clocks.png
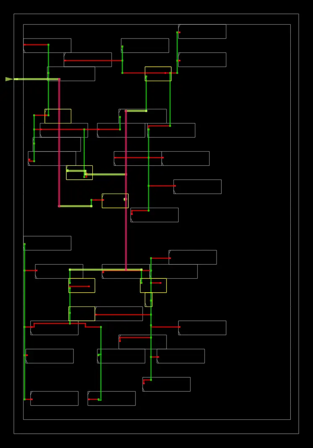
cell_density.png
Drawn at 3 px/um. 5 x 8 tiles, from dark purple (low) to yellow (high), 0 to 100% covered.
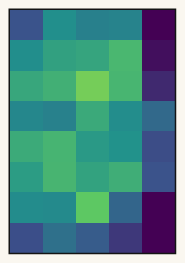
io_fan.png
Drawn at 4 px/um.
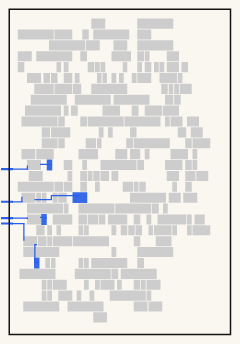
flops_by_reg.png
Drawn at 4 px/um. Other sequential cells in the stronger gray, the rest of the logic in the fainter gray.
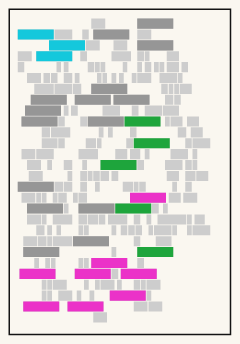
<file path="src/rtl/multiplicador_booth_pkg.sv">
// Shared constants for the radix-2 Booth multiplier: FSM encoding and
// the Booth recoding of the {Q0, Q(-1)} bit pair.
package multiplicador_booth_pkg;

    localparam logic [1:0] ST_IDLE = 2'b00;
    localparam logic [1:0] ST_CALC = 2'b01;
    localparam logic [1:0] ST_DONE = 2'b10;

    localparam logic [1:0] OP_NOP0 = 2'b00;
    localparam logic [1:0] OP_ADD  = 2'b01;
    localparam logic [1:0] OP_SUB  = 2'b10;
    localparam logic [1:0] OP_NOP1 = 2'b11;

endpackage

</file>
<file path="src/rtl/multiplicador_booth_somador_subtrator.sv">
// Accumulator adder/subtractor: o_y = i_a + i_b, or i_a - i_b when i_sub.
module somador_subtrator #(
    parameter int W = 6
) (
    input  logic [W-1:0] i_a,
    input  logic [W-1:0] i_b,
    input  logic         i_sub,
    output logic [W-1:0] o_y
);

    assign o_y = i_sub ? (i_a - i_b) : (i_a + i_b);

endmodule

</file>
<file path="src/rtl/multiplicador_booth.sv">
// Sequential radix-2 Booth multiplier, signed or unsigned N-bit operands,
// one Booth step per clock, result after exactly N+1 steps.
//
//   state   | meaning
//   IDLE    | after reset, waiting for a start rising edge
//   CALC    | one Booth step per cycle, counter counts down to 0
//   DONE    | P_out valid, waiting for the next start rising edge
module multiplicador_booth
    import multiplicador_booth_pkg::*;
#(
    parameter int N = 4
) (
    input  logic           clk,
    input  logic           rst,
    input  logic           start,
    input  logic           signed_mode,
    input  logic [N-1:0]   B_in,
    input  logic [N-1:0]   Q_in,
    output logic           busy,
    output logic           done,
    output logic [2*N-1:0] P_out
);

    localparam int CW = $clog2(N + 2);
    localparam logic [CW-1:0] CNT_LOAD = CW'(N + 1);

    logic [1:0]     r_state;
    logic           r_start_q;
    logic           r_armed;
    logic [CW-1:0]  r_cnt;
    logic [N+1:0]   r_a;
    logic [N+1:0]   r_m;
    logic [N:0]     r_q;
    logic           r_qm1;
    logic [2*N-1:0] r_pout;

    logic           w_accept;
    logic [N:0]     w_b_ext;
    logic [N:0]     w_q_ext;
    logic [1:0]     w_op;
    logic [N+1:0]   w_sum;
    logic [N+1:0]   w_a_step;
    logic [N+1:0]   w_a_sh;
    logic [N:0]     w_q_sh;
    logic [2*N-1:0] w_p_next;

    // r_armed keeps a start held high across reset release from being accepted
    assign w_accept = ((r_state == ST_IDLE) || (r_state == ST_DONE)) &&
                      start && !r_start_q && r_armed;

    assign w_b_ext = signed_mode ? {B_in[N-1], B_in} : {1'b0, B_in};
    assign w_q_ext = signed_mode ? {Q_in[N-1], Q_in} : {1'b0, Q_in};

    assign w_op = {r_q[0], r_qm1};

    somador_subtrator #(.W(N + 2)) u_somador (
        .i_a   (r_a),
        .i_b   (r_m),
        .i_sub (w_op == OP_SUB),
        .o_y   (w_sum)
    );

    assign w_a_step = ((w_op == OP_ADD) || (w_op == OP_SUB)) ? w_sum : r_a;
    assign w_a_sh   = {w_a_step[N+1], w_a_step[N+1:1]};
    assign w_q_sh   = {w_a_step[0], r_q[N:1]};
    // Low 2N bits of the shifted {A,Q}
    assign w_p_next = {w_a_step[N-1:0], r_q[N:1]};

    always_ff @(posedge clk or negedge rst) begin
        if (!rst) begin
            r_state   <= ST_IDLE;
            r_start_q <= 1'b0;
            r_armed   <= 1'b0;
            r_cnt     <= '0;
            r_a       <= '0;
            r_m       <= '0;
            r_q       <= '0;
            r_qm1     <= 1'b0;
            r_pout    <= '0;
        end else begin
            r_start_q <= start;
            if (!start) r_armed <= 1'b1;
            case (r_state)
                ST_IDLE, ST_DONE: begin
                    if (w_accept) begin
                        r_m     <= {w_b_ext[N], w_b_ext};
                        r_q     <= w_q_ext;
                        r_a     <= '0;
                        r_qm1   <= 1'b0;
                        r_cnt   <= CNT_LOAD;
                        r_state <= ST_CALC;
                    end
                end
                ST_CALC: begin
                    r_a   <= w_a_sh;
                    r_q   <= w_q_sh;
                    r_qm1 <= r_q[0];
                    r_cnt <= r_cnt - CW'(1);
                    if (r_cnt == CW'(1)) begin
                        r_pout  <= w_p_next;
                        r_state <= ST_DONE;
                    end
                end
                default: r_state <= ST_IDLE;
            endcase
        end
    end

    assign busy  = (r_state == ST_CALC);
    assign done  = (r_state == ST_DONE);
    assign P_out = r_pout;

endmodule

</file>
<file path="config.mk">
export PLATFORM = sky130hd
export DESIGN_NAME = multiplicador_booth
export DESIGN_NICKNAME = d
export VERILOG_FILES = /design/src/rtl/multiplicador_booth_pkg.sv /design/src/rtl/multiplicador_booth_somador_subtrator.sv /design/src/rtl/multiplicador_booth.sv
export SDC_FILE = /design/constraint.sdc
export NUM_CORES = 1
export LEC_CHECK = 0
export CAP_MARGIN = 40
export CORE_ASPECT_RATIO = 1.5
export CORE_MARGIN = 1.5
export CORE_UTILIZATION = 40
export CTS_CLUSTER_SIZE = 8
export DETAILED_ROUTE_END_ITERATION = 10
export GPL_ROUTABILITY_DRIVEN = 0
export GPL_TIMING_DRIVEN = 0
export SLEW_MARGIN = 20
export SYNTH_ARGS = -nofsm -noshare
export SYNTH_HDL_FRONTEND = slang
export SYNTH_SLANG_ARGS = --single-unit
</file>
<file path="constraint.sdc">
create_clock -name clk -period 2.7 [get_ports clk]
set_clock_uncertainty 0.15 [all_clocks]
set_input_delay 0.27 -clock clk [delete_from_list [all_inputs] [get_ports clk]]
set_output_delay 0.27 -clock clk [all_outputs]
set_load 0.005 [all_outputs]
</file>
==> impl_metrics.env <==
# source this file to load flow results
export IMPL_placed_insts=245
export IMPL_yosys_register_bits=31
export IMPL_worst_skew_pair_late_latency_ns=0.28
export IMPL_die_area_mm2=0.00445
export IMPL_ctsLongestPathBuffers=2
export IMPL_die_size_y_um=80.9
export IMPL_dr_total_vias=1284
export IMPL_routed_via_density=5.06
export IMPL_warnings=27
export IMPL_power_density_mw_per_mm2=1450
export IMPL_busiest_layer="met2"
export IMPL_dp_hpwl_um=2650
export IMPL_synthesis_nets=201
export IMPL_yosysSeqAreaShare_pct=47.9
export IMPL_detail_route_first_pass_iterations=3
export IMPL_met2_usage_pct=31.2
export IMPL_final_design_area_no_fill_mm2=0.00199
export IMPL_layout_cells_most_common_list="41 x sky130_fd_sc_hd__nand2_1, 31 x sky130_fd_sc_hd__dfrtp_1, 20 x sky130_fd_sc_hd__clkdlybuf4s50_1"
export IMPL_synth_chip_area_mm2=0.00162
export IMPL_post_layout_total_power_mw=2.88
export IMPL_buffer_ports_inserted=21
export IMPL_num_io_pins=22
export IMPL_route_detailed_wl_per_inst_um=13.7
export IMPL_placedInstanceArea_mm2=0.00188
export IMPL_critical_path_required_ns=2.70
export IMPL_postCtsResizedCells=0
export IMPL_via_count_of_the_first_global_routing_pass=1356
export IMPL_postSynthCellCount=179
export IMPL_grt_util_met1_pct=22.4
export IMPL_power_frac_comb_pct=57.3
export IMPL_power_share_sequential_pct=29.1
export IMPL_tritoncts_clock_tree="yes"
export IMPL_n_antenna_cell=0
export IMPL_hold_path_class="flip-flop to flip-flop"
export IMPL_worstSetupStartpointType="flip-flop"
export IMPL_synth_cell_area_mm2=0.00162
export IMPL_synth_yosys_warnings=0
export IMPL_finalWorstSetupSlack_ns=0.324
export IMPL_path_clk_slew_ns=0.06
export IMPL_timing_critical_path_to_type="flip-flop"
export IMPL_critical_path_top_delay_family="adder cells"
export IMPL_stdcell_count=254
export IMPL_grt_start_max_net_pins=32
export IMPL_largest_reg_flops=8
export IMPL_floorplan_die_width_um=54.9
export IMPL_wl_met1_um=1490
export IMPL_met2_wirelength_um=1830
export IMPL_synth_cell_type_count=31
export IMPL_drv_cap=0
export IMPL_finalSetupViolations=0
export IMPL_whs_ns=0.321
export IMPL_slew_limit_headroom_pct=53.1
export IMPL_min_period_over_period_pct=88.0
export IMPL_num_fill_cells=391
export IMPL_postCtsHoldBufs=1
export IMPL_detailroute_wirelength_met3_um=73
export IMPL_areaGrowthSynthToFinish_pct=23.0
export IMPL_run_status="finished clean"
export IMPL_total_leakage_power_nw=0.930
export IMPL_layout_top_cell="sky130_fd_sc_hd__nand2_1"
export IMPL_grt_overflow=0
export IMPL_holdPathStages=2
export IMPL_worst_path_max_delay_cell="sky130_fd_sc_hd__mux2_2"
export IMPL_hold_viol=0
export IMPL_route_top_layer_used="met4"
export IMPL_synth_area_per_cell_um2=9.04
export IMPL_ff2ff_path_depth=9
export IMPL_worstPathMaxFanout=6
export IMPL_crit_path_max_incr_delay_ns=0.40
export IMPL_initial_utilization_pct=41.3
export IMPL_worst_slew_pin_slew_ns=0.704
export IMPL_peak_freq_ghz=0.421
export IMPL_met3_usage_pct=3.31
export IMPL_cts_repair_timing_setup_buffer_count=0
export IMPL_drt_antenna_violating_nets=0
export IMPL_hold_path_endpoint="P_out[3]$_DFFE_PN0P_"
export IMPL_clock_power_share_pct=13.6
export IMPL_count_of_unresolved_drc_violations_after_routing=0
export IMPL_coreArea_mm2=0.00392
export IMPL_drive_gt1_share_pct=8.61
export IMPL_cp_cell_sequence="inv_1 > ha_1 > mux2_2 > inv_1 > ha_1 > a21o_1 > a21oi_1 > xor2_1 > o221ai_1"
export IMPL_holdCritStartpoint="P_out[3]$_DFFE_PN0P_"
export IMPL_cell_internal_pwr_mw=1.67
export IMPL_cts_htree_levels=2
export IMPL_grt_pass1_wl_um=5990
export IMPL_standard_cell_row_count=28
export IMPL_drtIter0Drc=45
export IMPL_tot_gr_track_use_pct=18.5
export IMPL_antenna_found_initial=0
export IMPL_power_ir_vdd_worst_mv=0.740
export IMPL_path_class="flip-flop to flip-flop"
export IMPL_cts_root_buffer="sky130_fd_sc_hd__clkbuf_8"
export IMPL_net_switching_power_mw=1.21
export IMPL_nNetsFinal=230
export IMPL_setup_tns_final_ns=0
export IMPL_swShare_pct=42.0
export IMPL_register_to_register_path_setup_slack_ns=0.32
export IMPL_place_ws_ns=0.308
export IMPL_final_util_pct=50.7
export IMPL_worstReg2RegEnd="r_a[2]$_DFFE_PN0P_"
export IMPL_wl_um=3480
export IMPL_timing_critical_path_buf_inv=2
export IMPL_worst_reg2reg_startpoint="r_qm1$_DFFE_PN0P_"
export IMPL_rsz0062_at_grt="false"
export IMPL_slew_viol_final=0
export IMPL_timing_critical_path_arrival_ns=2.37
export IMPL_cells_yosys=179
export IMPL_timing_final_crit_period_ns=2.38
Back to the opening pictures, clocks.png:
TritonCTS buffer count: 5
sinks on the clock net: 31
number of flip-flops and latches: 31

Back to the opening pictures, cell_density.png:
tiles over 75% full = 2.5%
fullest tile = 79%
mean over tiles = 44%
emptiest ninth of the die = south-east
nearly empty tiles = 7.5%

Back to the opening pictures, io_fan.png:
blue -> `Q_in`  # bits 4, direction input, end cells 5, buffers 4, wire 42.8 um

Back to the opening pictures, flops_by_reg.png:
magenta -> `P_out`  # placed flops 8
cyan -> `r_cnt`  # placed flops 3
green -> `r_a`  # placed flops 5, where center

[Yosys cell counts]
cell type,instances,area [um2]
sky130_fd_sc_hd__nand2b_1,3,18.8
sky130_fd_sc_hd__clkbuf_1,3,11.3
sky130_fd_sc_hd__a21oi_1,9,45.0
sky130_fd_sc_hd__inv_1,11,41.3
sky130_fd_sc_hd__xnor2_1,5,43.8
sky130_fd_sc_hd__fa_1,1,20.0
sky130_fd_sc_hd__o211ai_1,1,7.51
sky130_fd_sc_hd__nor2_1,12,45.0
sky130_fd_sc_hd__nand4bb_1,1,11.3
sky130_fd_sc_hd__a211oi_1,1,7.51
sky130_fd_sc_hd__nor2b_1,2,12.5
sky130_fd_sc_hd__and4bb_2,1,12.5
sky130_fd_sc_hd__a31oi_1,5,31.3
sky130_fd_sc_hd__mux2_2,2,22.5
sky130_fd_sc_hd__o21ai_0,9,45.0
sky130_fd_sc_hd__o221ai_1,1,8.76
sky130_fd_sc_hd__a211o_1,1,8.76
sky130_fd_sc_hd__buf_2,5,25.0
sky130_fd_sc_hd__nor3_1,2,10.0
sky130_fd_sc_hd__ha_1,9,113
sky130_fd_sc_hd__and3_1,2,12.5
sky130_fd_sc_hd__nand2_1,41,154
sky130_fd_sc_hd__nand3_1,9,45.0
sky130_fd_sc_hd__nor4_2,1,12.5
sky130_fd_sc_hd__xor2_1,3,26.3
sky130_fd_sc_hd__o21ai_1,2,10.0
sky130_fd_sc_hd__dfrtp_1,31,776
sky130_fd_sc_hd__and2_1,1,6.26
sky130_fd_sc_hd__or2_2,1,6.26
sky130_fd_sc_hd__o31ai_1,2,15.0
sky130_fd_sc_hd__a21o_1,2,15.0
[power groups by stage]
stage	Clock (mW)	Sequential (mW)	Combinational, mW
CTS	0.408	0.842	1.68
global route	0.426	0.871	1.87
detailed placement	0	0.850	1.65
floorplan	0	0.813	1.20
global placement	0	0.837	1.60
finish	0.393	0.839	1.65
[worst max path at each step]
stage                  startpoint  depth (start not counted)                  to
2_1_floorplan   r_qm1$_DFFE_PN0P_                          9  r_a[2]$_DFFE_PN0P_
3_3_place_gp   r_m[0]$_DFFE_PN0P_                          9  r_a[2]$_DFFE_PN0P_
3_5_place_dp   r_m[0]$_DFFE_PN0P_                          9  r_a[2]$_DFFE_PN0P_
4_1_cts        r_m[0]$_DFFE_PN0P_                          9  r_a[2]$_DFFE_PN0P_
5_1_grt         r_qm1$_DFFE_PN0P_                          9  r_a[2]$_DFFE_PN0P_
6_report        r_qm1$_DFFE_PN0P_                          9  r_a[2]$_DFFE_PN0P_
[cell families (layout without fill, tap and decap cells)]
family | Yosys count | in the layout | share of synthesized area [%]
mux | 2 | 2 | 1.39
simple gates | 76 | 76 | 21.4
xor+xnor | 8 | 8 | 4.33
buf+inv | 19 | 49 | 4.79
compound gates | 33 | 33 | 12.0
fa+ha+maj | 10 | 10 | 8.19
flops | 31 | 31 | 47.9
[final cells by class]
cell class	count	area (um2)	share of cell area [%]
Timing Repair Buffer	22	215	10.8
Inverter	11	41.3	2.07
Sequential cell	31	776	39.0
Clock buffer	8	100	5.03
Multi-Input combinational cell	129	766	38.5
Buffer	8	36.3	1.82
Tap cell	45	56.3	2.83
